--- src/rtl/scroll_pacer.sv ---
// scroll_pacer
//
// Purpose:
//   Turns the per-frame sync from the VGA timing generator into bursts of
//   single-cycle move strobes for the falling-object movers. Every FRAME_DIV
//   frames a burst of `speed` consecutive move cycles is issued, so each
//   object advances `speed` pixels per FRAME_DIV frames.
//
// Ports:
//   clk         in   system clock
//   rst         in   synchronous active-high reset
//   frame_sync  in   frame sync, synchronous to clk; rising edge = frame start
//   enable      in   game running (level)
//   pause       in   freeze pacing (level)
//   speed_up    in   one-cycle pulse, raise speed by one (saturating)
//   speed_down  in   one-cycle pulse, lower speed by one (saturating at 1)
//   move        out  move strobe, high for `speed` cycles per burst
//   speed       out  current speed level
//   paused      out  high while pacing is frozen
//   move_total  out  number of move cycles since the game was started
module scroll_pacer #(
  parameter int FRAME_DIV  = 2,
  parameter int MAX_SPEED  = 8,
  parameter int INIT_SPEED = 1,
  parameter int SPEED_W    = 4
) (
  input  logic               clk,
  input  logic               rst,
  input  logic               frame_sync,
  input  logic               enable,
  input  logic               pause,
  input  logic               speed_up,
  input  logic               speed_down,
  output logic               move,
  output logic [SPEED_W-1:0] speed,
  output logic               paused,
  output logic [15:0]        move_total
);

  localparam logic [1:0] IDLE  = 2'd0;
  localparam logic [1:0] WAIT  = 2'd1;
  localparam logic [1:0] BURST = 2'd2;
  localparam logic [1:0] PAUSE = 2'd3;

  localparam logic [3:0]         DIV_LAST   = 4'(FRAME_DIV - 1);
  localparam logic [SPEED_W-1:0] SPEED_ONE  = SPEED_W'(1);
  localparam logic [SPEED_W-1:0] SPEED_MAX  = SPEED_W'(MAX_SPEED);
  localparam logic [SPEED_W-1:0] SPEED_INIT = SPEED_W'(INIT_SPEED);

  logic [1:0]         state;
  logic               prev_sync;
  logic [3:0]         div_cnt;
  logic [SPEED_W-1:0] burst_cnt;
  logic               pending;

  logic frame_tick;
  logic div_last;
  logic div_done;

  // Rising edge of frame_sync. prev_sync resets high so a sync line that is
  // already high when reset releases does not count as a new frame.
  always_comb begin
    frame_tick = frame_sync & ~prev_sync;
    div_last   = (div_cnt == DIV_LAST);
    div_done   = frame_tick & div_last;
  end

  // Outputs are pure state decodes so the movers see glitch-free strobes.
  assign move   = (state == BURST);
  assign paused = (state == PAUSE);

  // Speed level is independent of the pacing state: it survives IDLE and
  // PAUSE and only reset restores the initial level. Simultaneous up and
  // down requests cancel out.
  always_ff @(posedge clk) begin
    if (rst) begin
      speed <= SPEED_INIT;
    end else if (speed_up && !speed_down && (speed < SPEED_MAX)) begin
      speed <= speed + SPEED_ONE;
    end else if (speed_down && !speed_up && (speed > SPEED_ONE)) begin
      speed <= speed - SPEED_ONE;
    end
  end

  // Pacing state machine. Enable has top priority, then pause, then frame
  // ticks. The frame divider keeps counting during a burst; a divider wrap
  // inside a burst is remembered in `pending` (or taken directly if it lands
  // on the last burst cycle) so the next burst follows with no gap.
  always_ff @(posedge clk) begin
    if (rst) begin
      state      <= IDLE;
      prev_sync  <= 1'b1;
      div_cnt    <= '0;
      burst_cnt  <= '0;
      pending    <= 1'b0;
      move_total <= '0;
    end else begin
      prev_sync <= frame_sync;
      case (state)
        IDLE: begin
          div_cnt <= '0;
          pending <= 1'b0;
          if (enable) begin
            state      <= WAIT;
            move_total <= '0;
          end
        end

        WAIT: begin
          if (!enable) begin
            state <= IDLE;
          end else if (pause) begin
            state <= PAUSE;
          end else if (frame_tick) begin
            if (div_last) begin
              div_cnt   <= '0;
              burst_cnt <= speed;
              state     <= BURST;
            end else begin
              div_cnt <= div_cnt + 4'd1;
            end
          end
        end

        BURST: begin
          move_total <= move_total + 16'd1;
          burst_cnt  <= burst_cnt - SPEED_ONE;
          if (!enable) begin
            state   <= IDLE;
            div_cnt <= '0;
            pending <= 1'b0;
          end else begin
            if (frame_tick) begin
              div_cnt <= div_last ? 4'd0 : div_cnt + 4'd1;
            end
            if (burst_cnt == SPEED_ONE) begin
              pending <= 1'b0;
              if (pending || div_done) begin
                burst_cnt <= speed;
              end else if (pause) begin
                state <= PAUSE;
              end else begin
                state <= WAIT;
              end
            end else if (div_done) begin
              pending <= 1'b1;
            end
          end
        end

        PAUSE: begin
          if (!enable) begin
            state <= IDLE;
          end else if (!pause) begin
            state <= WAIT;
          end
        end

        default: state <= IDLE;
      endcase
    end
  end

endmodule

--- config.mk ---
export PLATFORM = sky130hd
export DESIGN_NAME = scroll_pacer
export DESIGN_NICKNAME = d
export VERILOG_FILES = /design/src/rtl/scroll_pacer.sv
export SDC_FILE = /design/constraint.sdc
export NUM_CORES = 1
export LEC_CHECK = 0
export ABC_AREA = 1
export CAP_MARGIN = 20
export CORE_AREA = 4 4 67 69
export DETAILED_ROUTE_END_ITERATION = 12
export DIE_AREA = 0 0 71 73
export GPL_TIMING_DRIVEN = 1
export HOLD_SLACK_MARGIN = 0.08
export PLACE_DENSITY_LB_ADDON = 0.12
export RECOVER_POWER = 50
export SLEW_MARGIN = 5
export SYNTH_ARGS = -nofsm -noshare
export SYNTH_HDL_FRONTEND = slang
export SYNTH_SLANG_ARGS = --single-unit
--- constraint.sdc ---
create_clock -name clk -period 1.9 [get_ports clk]
set_clock_uncertainty 0.15 [all_clocks]
set_input_delay 0.475 -clock clk [delete_from_list [all_inputs] [get_ports clk]]
set_output_delay 0.475 -clock clk [all_outputs]
set_load 0.01 [all_outputs]
==> impl_metrics.csv <==
group,metric,value,unit
drt,first_iter_violations,139,
synthesis,common_cells,"nand2_1, inv_1, dfxtp_1",
sta,finalCritPeriodShare,98.3,%
sta,hold_violations,0,
synthesis,synthTopCellsByArea,"dfxtp_1, nand2_1, inv_1",
clock_tree,htree_levels,2,
global_routing,grt_max_degree,18,
placed_design,port-buffer-count,28,
drt,top_layer,"met4",
synthesis,ys_warn_count,0,
drt,vias_per_cell,4.93,
layout,fillers,345,
global_routing,grt_pass1_wl,7960,um
setup_path,slowest_delay,0.37,ns
job,maxCapViolCount,0,
synthesis,ys_seq_elements,32,
clock_tree,cts_hold_buf,0,
floorplan,core_util_floorplan,52.5,%
drt,wl_met1,2210,um
setup_path,crit_start,"state[1]$_SDFFE_PP0P_",
setup_path,path_buffers,2,
clock_tree,cts_buffer_depth,2,
drt,wl_met3,241,um
setup_path,path_cells,"buf_4 -> ha_2 -> dlygate4sd2_1",
clock_tree,numCtsBuffers,5,
setup_path,startpoint_type,"flop",
synthesis,yosysUniqueCellTypes,29,
layout,nonClockBufferCount,57,
min_path,whs_endpoint,"move_total[11]$_SDFFE_PP0P_",
clock_tree,cts.sinks,32,
setup_path,path_delay_family,"buffers and inverters",
setup_path,r2r-start,"state[1]$_SDFFE_PP0P_",
floorplan,core-area,0.00391,mm^2
synthesis,synth_area,0.00205,mm^2
setup_path,r2r_end,"move_total[10]$_SDFFE_PP0P_",
layout,sh_comb_area,43.6,%
clock_tree,clkLatencyLatePin,0.28,ns
sta,worst_slack,0.0317,ns
synthesis,syn_area_per_cell,6.50,um^2
drt,wl_per_cell,11.1,um
setup_path,crit_required,1.27,ns
global_routing,grt-busiest-layer,"met2",
layout,dominant-cell-class,"logic gates",
drt,antenna_left,0,
floorplan,tap_cells,50,
sta,slew_headroom,77.6,%
setup_path,cp-endpoint,"paused",
layout,largest_reg_flops,16,
setup_path,critPathMaxFanout,4,
setup_path,worstSetupPathDepth,3,
drt,drc,0,
power,power-per-cell-area,967,mW/mm^2
clock_tree,cts_setup_buffers,0,
min_path,holdPathStages,2,
layout,nMultiInputCombCells,219,
layout,lay_top_cells,"nand2_1, inv_1, nor2_1",
sta,min_period,1.87,ns
setup_path,crit_slowest_cell,"dfxtp_4",
synthesis,top_area_cell,"dfxtp_1",
sta,max_freq,535,MHz
sta,tns,0,ns
setup_path,rr_worst_depth,10,
synthesis,synthFlopType,"dfxtp_1",
layout,fin_util,70.2,%
layout,n_all_inverters,60,
drt,vias,2100,
min_path,hold_class,"reg2reg",
layout,seq_share,23.8,%
sta,hold_slack,0.329,ns
placed_design,dpl_cell_area,0.00257,mm^2
layout,clkbuf_count,6,
clock_tree,clkTransAtPathRegs,0.07,ns
placed_design,post-dp-hpwl,3450,um
synthesis,postSynthSeqShare,31.2,%
power,p_leak,1.27,nW
layout,final-nonclk-buf-share,18.1,%
synthesis,ys_cells,316,
layout,logic_area,0.00120,mm^2
floorplan,die_area,0.00518,mm^2
synthesis,synth.most_common_cell,"nand2_1",
job,warnings,33,
floorplan,pin_count,29,
clock_tree,cts_root_buffer,"clkbuf_8",
power,ir_worst_vdd,443,uV
clock_tree,cts_resized,8,
layout,area_share_clock_buf_inv,3.91,%
min_path,worstHoldStart,"move_total[11]$_SDFFE_PP0P_",
layout,fin_area,0.00275,mm^2
layout,n_antenna_cell,0,
layout,regArea,653,um^2
layout,flops,32,
global_routing,grt_pass1_vias,1849,
floorplan,dieHeight,73,um
floorplan,die_x,71,um
drt,dr.pass1.iters,8,
setup_path,crit_path_end_kind,"output pin",
status,outcome,"finished clean",
sta,worstMarginPinSlew,0.334,ns
synthesis,ys_area,0.00205,mm^2
layout,drive_gt1_share,18.1,%
drt,wl_met2,2210,um
setup_path,worst-r2r-setup-slack,0.13,ns
sta,setup_viol,0,
floorplan,rows,23,
placed_design,post-place-ws,-0.249,ns
layout,final_common_cell,"nand2_1",
global_routing,grt_usage,18.6,%
sta,slew_viol_final,0,
placed_design,place.gp.congestion,0.815,
global_routing,met3_usage,2.75,%
synthesis,syn_inst,316,
setup_path,crit_type,"reg2out",
setup_path,arrival,1.24,ns
layout,regMostFlops,"move_total",
synthesis,async_flop_share,0,%
synthesis,top_area_share,31.2,%
synthesis,synth_nets,334,
clock_tree,tritoncts,"built",
layout,area_growth_syn_to_layout,33.9,%
layout,nNetsFinal,393,
global_routing,grt-ovfl-total,0,
global_routing,grt_use_met2,30.8,%
global_routing,antenna_found_initial,0,
synthesis,enable_flop_cells,0,
[cells by family (layout without fill, tap and decap cells)]
logic type	count (synthesis)	after routing	synth area share, %
simple gates	162	162	36.7
flops	32	32	31.2
fa+ha+maj	11	11	6.70
buf+inv	65	125	12.5
xor+xnor	5	5	2.13
compound gates	41	41	10.8
[power by group]
group / switching [W] / internal, W / total (W) / leakage [nW]
clock: 0.000261 / 0.000389 / 0.000650 / 0.0552
combinational: 0.000681 / 0.000512 / 0.00119 / 0.955
sequential: 0.0000697 / 0.000744 / 0.000814 / 0.263
total: 0.00101 / 0.00165 / 0.00266 / 1.27
[per-stage QoR]
stage	total power [W]	cells
floorplan	0.00153	316
global placement	0.00190	415
detailed placement	0.00190	415
CTS	0.00256	423
global route	0.00283	426
finish	0.00266	426
==> images/m1.png <==
Supply wires on this layer in grey.
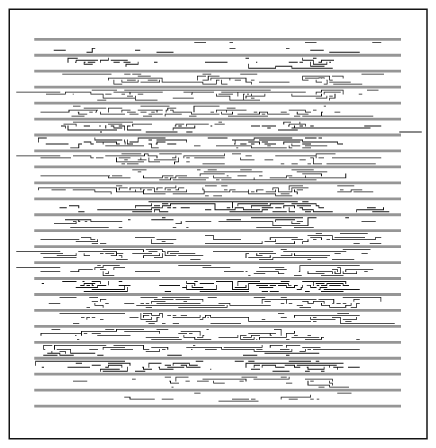
356 nets have wire on it. The wires run mostly horizontal.
GR Util met1: 24.7%
drt total wl: 4730 um

==> images/m2.png <==
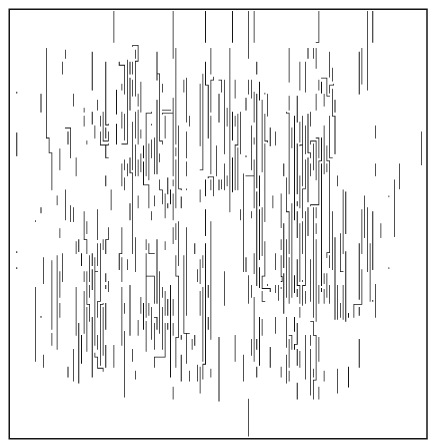
The layer holds 47% of the routed length. 290 nets have wire on it. The wires run mostly vertical.

Power is estimated from default activity; no workload was simulated.
